==> config.mk <==
export PLATFORM = sky130hd
export DESIGN_NAME = btb_retire_update_queue
export DESIGN_NICKNAME = d
export VERILOG_FILES = /design/src/rtl/btb_retire_update_queue.sv
export SDC_FILE = /design/constraint.sdc
export NUM_CORES = 1
export LEC_CHECK = 0
export CORE_UTILIZATION = 50
export CTS_BUF_LIST = sky130_fd_sc_hd__clkbuf_8 sky130_fd_sc_hd__clkbuf_16
export DETAILED_ROUTE_END_ITERATION = 7
export GPL_ROUTABILITY_DRIVEN = 0
export PLACE_DENSITY = 0.7
export RECOVER_POWER = 100
export SYNTH_ARGS = -nofsm -noshare
export SYNTH_HDL_FRONTEND = slang
export SYNTH_SLANG_ARGS = --single-unit
==> constraint.sdc <==
create_clock -name clock -period 26.9 [get_ports clock]
set_clock_uncertainty 0.15 [all_clocks]
set_input_delay 5.38 -clock clock [delete_from_list [all_inputs] [get_ports clock]]
set_output_delay 5.38 -clock clock [all_outputs]
set_load 0.01 [all_outputs]
==> src/rtl/btb_retire_update_queue.sv <==
// -----------------------------------------------------------------------------
// btb_retire_update_queue
//
// Retire-side source for the BTB certified-update port. Resolved branch
// outcomes from retire are buffered in a small FIFO and drained to the BTB at
// one update per cycle. A cycle in which fetch1 performs a speculative BTB
// write never drains, because the BTB drops certified writes in that cycle.
// Overflow is non-fatal: BTB updates are only hints, so an outcome arriving
// while the queue is full is dropped and counted in a saturating counter.
//
// Configuration macro:
//   BTB_UPD_COALESCE_EN - when defined, a push whose PC equals the PC of the
//                         most recently pushed entry overwrites that entry's
//                         direction/target instead of allocating a new entry,
//                         provided the queue is non-empty and that entry is
//                         not being popped in the same cycle. A merge is taken
//                         even when the queue is full and never counts a drop.
//
// Ports:
//   clock, reset_n        clock, asynchronous active-low reset
//   ret_vld_i             retire presents a resolved branch this cycle
//   ret_brpc_i            branch PC
//   ret_brdir_i           resolved direction (1 = taken)
//   ret_brtar_i           resolved target
//   ret_rdy_o             queue not full (registered count only)
//   btb_spec_busy_i       BTB speculative write active this cycle
//   btb_we_cert_o         certified update strobe (head popped on this edge)
//   btb_brdir_cert_o      head direction (0 when empty)
//   btb_brtar_cert_o      head target    (0 when empty)
//   btb_brpc_cert_o       head PC        (0 when empty)
//   occ_o                 current entry count, 0..DEPTH
//   drop_cnt_o            saturating count of dropped retire outcomes
// -----------------------------------------------------------------------------
module btb_retire_update_queue #(
   parameter int DEPTH  = 8,
   parameter int DCNT_W = 16
) (
   input  logic                       clock,
   input  logic                       reset_n,
   input  logic                       ret_vld_i,
   input  logic [63:0]                ret_brpc_i,
   input  logic                       ret_brdir_i,
   input  logic [63:0]                ret_brtar_i,
   output logic                       ret_rdy_o,
   input  logic                       btb_spec_busy_i,
   output logic                       btb_we_cert_o,
   output logic                       btb_brdir_cert_o,
   output logic [63:0]                btb_brtar_cert_o,
   output logic [63:0]                btb_brpc_cert_o,
   output logic [$clog2(DEPTH):0]     occ_o,
   output logic [DCNT_W-1:0]          drop_cnt_o
);

   localparam int PW = $clog2(DEPTH);
   localparam int CW = PW + 1;

   // Entry storage: no reset, validity is tracked by the pointers/count.
   logic [63:0]       pc_q  [DEPTH];
   logic              dir_q [DEPTH];
   logic [63:0]       tar_q [DEPTH];

   logic [PW-1:0]     wr_ptr_q, wr_ptr_d;
   logic [PW-1:0]     rd_ptr_q, rd_ptr_d;
   logic [CW-1:0]     count_q,  count_d;
   logic [DCNT_W-1:0] drop_q,   drop_d;

   logic              nonempty_s;
   logic              full_s;
   logic              pop_s;
   logic              push_s;
   logic              drop_s;
   logic              merge_s;

   assign nonempty_s = (count_q != {CW{1'b0}});
   assign full_s     = (count_q == CW'(DEPTH));
   assign pop_s      = nonempty_s && !btb_spec_busy_i;

`ifdef BTB_UPD_COALESCE_EN
   logic [PW-1:0]     last_idx_s;
   logic              last_popping_s;

   // The most recently pushed entry sits just behind the write pointer; it is
   // the one being popped only when it is also the head, i.e. count == 1.
   assign last_idx_s     = wr_ptr_q - PW'(1);
   assign last_popping_s = pop_s && (count_q == CW'(1));
   assign merge_s        = ret_vld_i && nonempty_s && !last_popping_s &&
                           (pc_q[last_idx_s] == ret_brpc_i);
`else
   assign merge_s        = 1'b0;
`endif

   // A full queue drops even if the head pops this cycle: readiness is
   // decided from the registered count only.
   assign push_s = ret_vld_i && !full_s && !merge_s;
   assign drop_s = ret_vld_i &&  full_s && !merge_s;

   // Next-state computation for pointers, count and drop counter.
   always_comb begin
      wr_ptr_d = wr_ptr_q;
      rd_ptr_d = rd_ptr_q;
      count_d  = count_q;
      drop_d   = drop_q;

      if (push_s) begin
         wr_ptr_d = wr_ptr_q + PW'(1);
      end else begin
         wr_ptr_d = wr_ptr_q;
      end

      if (pop_s) begin
         rd_ptr_d = rd_ptr_q + PW'(1);
      end else begin
         rd_ptr_d = rd_ptr_q;
      end

      case ({push_s, pop_s})
         2'b10:   count_d = count_q + CW'(1);
         2'b01:   count_d = count_q - CW'(1);
         default: count_d = count_q;
      endcase

      if (drop_s && (drop_q != {DCNT_W{1'b1}})) begin
         drop_d = drop_q + DCNT_W'(1);
      end else begin
         drop_d = drop_q;
      end
   end

   // Control state registers with asynchronous reset.
   always_ff @(posedge clock or negedge reset_n) begin
      if (!reset_n) begin
         wr_ptr_q <= {PW{1'b0}};
         rd_ptr_q <= {PW{1'b0}};
         count_q  <= {CW{1'b0}};
         drop_q   <= {DCNT_W{1'b0}};
      end else begin
         wr_ptr_q <= wr_ptr_d;
         rd_ptr_q <= rd_ptr_d;
         count_q  <= count_d;
         drop_q   <= drop_d;
      end
   end

   // Entry array write: allocate at the write pointer, or merge into the tail.
`ifdef BTB_UPD_COALESCE_EN
   always_ff @(posedge clock) begin
      if (push_s) begin
         pc_q[wr_ptr_q]  <= ret_brpc_i;
         dir_q[wr_ptr_q] <= ret_brdir_i;
         tar_q[wr_ptr_q] <= ret_brtar_i;
      end else if (merge_s) begin
         dir_q[last_idx_s] <= ret_brdir_i;
         tar_q[last_idx_s] <= ret_brtar_i;
      end
   end
`else
   always_ff @(posedge clock) begin
      if (push_s) begin
         pc_q[wr_ptr_q]  <= ret_brpc_i;
         dir_q[wr_ptr_q] <= ret_brdir_i;
         tar_q[wr_ptr_q] <= ret_brtar_i;
      end
   end
`endif

   assign ret_rdy_o        = !full_s;
   assign btb_we_cert_o    = pop_s;
   assign btb_brpc_cert_o  = nonempty_s ? pc_q[rd_ptr_q]  : 64'd0;
   assign btb_brdir_cert_o = nonempty_s ? dir_q[rd_ptr_q] : 1'b0;
   assign btb_brtar_cert_o = nonempty_s ? tar_q[rd_ptr_q] : 64'd0;
   assign occ_o            = count_q;
   assign drop_cnt_o       = drop_q;

endmodule
==> metrics.yaml <==
status: "complete, but fails checks"
violations: "capacitance limit, slew limit"
largest_area_cell: "edfxtp_1"
yosysCellCount: 1768
grt.overflow.total: 0
routed.top_layer: "met5"
warning_count: 39
netlist_instances: 1768
drv_cap: 25
dieHeight_um: 286.3
grt_pass1_wl_um: 123500
hp-class: "reg2reg"
final_area_um2: 47900
final_nets: 2244
dieArea_um2: 81970
fin_cells: 3262
power.combinational.fraction: 0.311
vias_per_cell: 5.737
post-dp-hpwl_um: 42200
met3_length_um: 4138
met1_usage: 0.2633
synth_top_cell_by_count: "edfxtp_1"
yosys_area_um2: 40410
core_area_um2: 79520
peakVddDrop_mv: 0.08721
place_area_um2: 44530
ctsHoldBuffers: 0
fmax_mhz: 63.15
tritoncts: "done"
synth_top_flop_cell: "edfxtp_1"
p_clk_frac: 0.276
initial_core_util: 0.5083
netlist_top_cells_area: "edfxtp_1 77%, mux4_2 14%, mux2i_1 3.2%"
first_pass_iters: 5
use_met2: 0.3520
clk_pin_slew_ps: 60
numCtsBuffers: 109
relSlewSlack: -4.907
clock_latency_ps: 650
syn_to_final_growth_pct: 18.52
crit_path_start_kind: "flop"
utilization: 0.6024
track_usage: 0.2026
criticalPathCategory: "reg2out"
clock_sinks: 1058
fin_crit_sh: 0.5887
finalSetupTns_ps: 0
required_ps: 21370
routedLengthMet1_um: 33040
antenna_found_initial: 29
globalRouteMet3Util: 0.03458
path_max_fanout: 50
p_leak_nw: 15.87
drive_above_1_share: 0.1962
rsz0062_at_grt: "false"
busiest_layer: "met2"
setup_viol: 0
post-route-drc-count: 0
dpl_worst_slack_ps: 14560
row_count: 103
drtIter0Drc: 1502
yosys.area.top_type_share: 0.7668
slew_viol_final: 1235
period_needed_ps: 15830
yosys.stat.seqShare: 0.7829
grt_pass1_vias: 19980
placedCellCount: 3044
htree_num_levels: 3
worst_slack_ps: 11070
cts_resized: 0
power_density_nw_per_um2: 112.0
ys_ff: 1058
wl_met2_um: 43000
ant_nets: 0
yosysWarnings: 0
grt_max_degree: 139
cts.path.max_buffers: 3
fp_nets: 1907
cts-root-buf: "clkbuf_16"
cts_setup_buffers: 0
avgSynthCellArea_um2: 22.86
async_flop_share: 0.02457
swShare: 0.2903
die_w_um: 286.3
portBuffers: 283
-- layout by cell type (no fill, tap or decap), types with 3 or more instances in the layout --
master / netlist / layout
dfrtp_1: 26 / 24
nand2b_1: 6 / 6
inv_6: 0 / 4
inv_1: 2 / 27
mux4_2: 258 / 258
xor2_1: 15 / 15
xnor2_1: 4 / 4
clkinv_1: 0 / 24
ha_1: 6 / 6
nand3_1: 4 / 4
and3_1: 3 / 3
clkinv_2: 0 / 20
a21oi_1: 4 / 4
buf_4: 3 / 8
nor3_1: 6 / 6
clkbuf_1: 30 / 22
nand4_1: 4 / 5
clkbuf_16: 0 / 110
bufinv_16: 0 / 13
edfxtp_1: 1032 / 1032
mux2_2: 4 / 4
diode_2: 0 / 15
nor4_1: 1 / 6
nand2_1: 11 / 12
nor2_1: 139 / 140
mux2i_1: 129 / 129
dlygate4sd3_1: 0 / 276
a31oi_1: 3 / 3
clkdlybuf4s50_1: 0 / 7
-- stage by stage --
stage / power, mW / hold WS [ps]
3_5_place_dp: 3.987 / 360.3
3_3_place_gp: 3.961 / 350.7
5_1_grt: 5.612 / 399.6
2_1_floorplan: 3.269 / 330.5
6_report: 5.364 / 367.4
4_1_cts: 5.474 / 370.9
-- registers in the layout, summed over array words and instances (netlist names) --
| register | flops |
|---|---|
| tar_q | 512 |
| occ_o | 4 |
| drop_cnt_o | 16 |
| pc_q | 512 |
| wr_ptr_q | 3 |
| rd_ptr_q | 3 |
| dir_q | 8 |
-- area by class of cell --
class,count,area [um2]
Multi-Input combinational cell,620,8315
Timing Repair Buffer,314,2995
Antenna cell,15,37.54
Clock inverter,91,800.8
Fill cell,5525,31620
Inverter,2,7.507
Sequential cell,1058,31650
Clock buffer,112,2780
Tap cell,1050,1314
-- worst paths after layout --
| kind | end | start | slack (ps) | depth (start not counted) |
|---|---|---|---|---|
| hold reg to reg | drop_cnt_o[10] | drop_cnt_o[10] | 370 | 1 |
| setup / recovery | btb_brtar_cert_o[53] | rd_ptr_q[0] | 11070 | 7 |
| hold / removal | drop_cnt_o[10] | drop_cnt_o[10] | 370 | 1 |
| max in group asynchronous | rd_ptr_q[1] | reset_n | 20040 | 2 |
| min in group asynchronous | drop_cnt_o[12] | reset_n | 5480 | 2 |
| setup reg to reg | tar_q[7][26] | occ_o[0] | 17020 | 5 |
-- critical path, cell delays in order, from the launching register on --
cell	delay (ps)
dfrtp_1	1580
clkbuf_1	2300
clkbuf_1	3000
buf_4	1100
mux4_2	600
mux2i_1	150
nor2_1	110
dlygate4sd3_1	680
-- cell families after synthesis --
logic type / share of synthesized area
DFF: 0.7829
muxes: 0.1774
and+or+nand+nor: 0.02226
buffers and inverters: 0.009907
xor gates and xnor gates: 0.004118
AOI/OAI and AO/OA: 0.001548
adders and majority gates: 0.001858
-- power by group through the flow --
| stage | registers [mW] | clock network [mW] | logic (mW) |
|---|---|---|---|
| finish | 2.21 | 1.48 | 1.67 |
| detailed placement | 2.21 | 0 | 1.77 |
| global placement | 2.20 | 0 | 1.77 |
| CTS | 2.18 | 1.51 | 1.78 |
| floorplan | 2.20 | 0 | 1.07 |
| global route | 2.24 | 1.57 | 1.80 |
### Supply network

Scale bar: 100 um. Pins as bars on the die edge. Tap cells in grey.
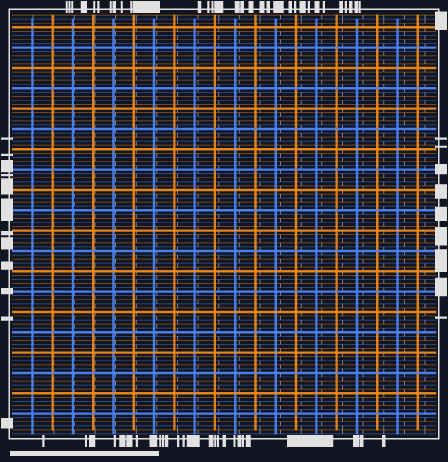
legend:
  VDD:
    colour: orange
  VSS:
    colour: blue
met4 straps: 20
met5 straps: 20

### Cell classes on the final placement

Scale bar: 100 um.
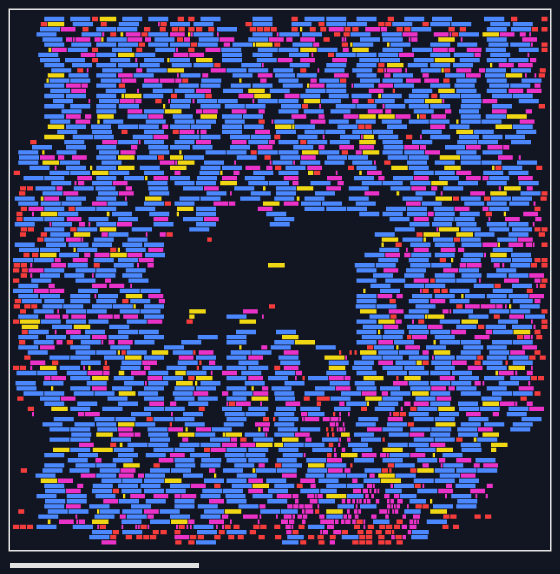
legend:
  remaining buffers and delay cells:
    colour: red
    cells: 314
    share_of_their_area: 6.4%
  registers:
    colour: blue
    cells: 1058
    share_of_their_area: 68%
  remaining logic cells:
    colour: magenta
    cells: 622
    share_of_their_area: 18%
  clock drivers and dummy loads:
    colour: yellow
    cells: 203
    share_of_their_area: 7.7%

### Clock distribution

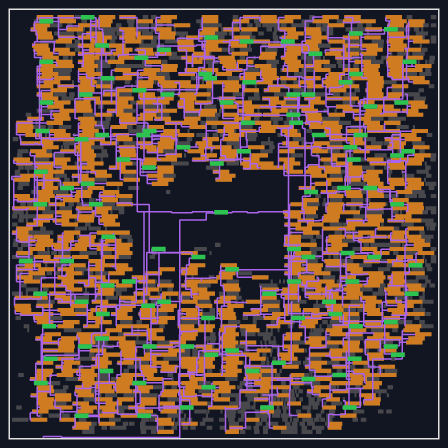
legend:
  flip-flops:
    colour: orange
    count: 1058
  clock-net drivers:
    colour: green
    count: 109
  clock wires:
    colour: purple
    length: 11500 um
routed clock nets: 110
flops lie: widely spread

### Metal layers overlaid

Scale bar: 100 um. Two of the layers only.
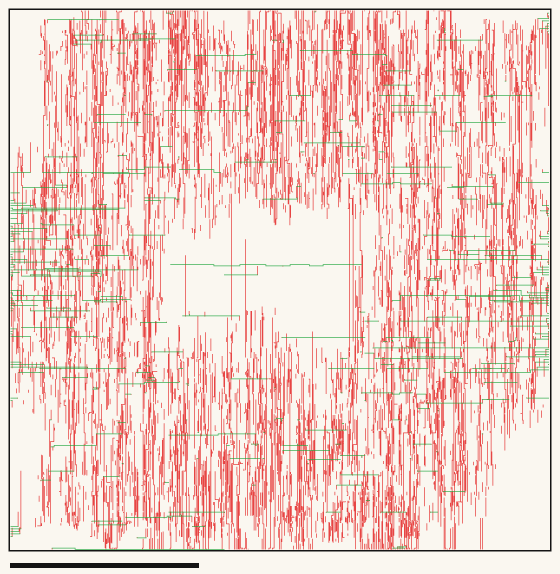
legend:
  M2:
    colour: red
    wire_length: 43.0 mm
  M3:
    colour: green
    wire_length: 4140 um

Power is estimated from default activity; no workload was simulated.
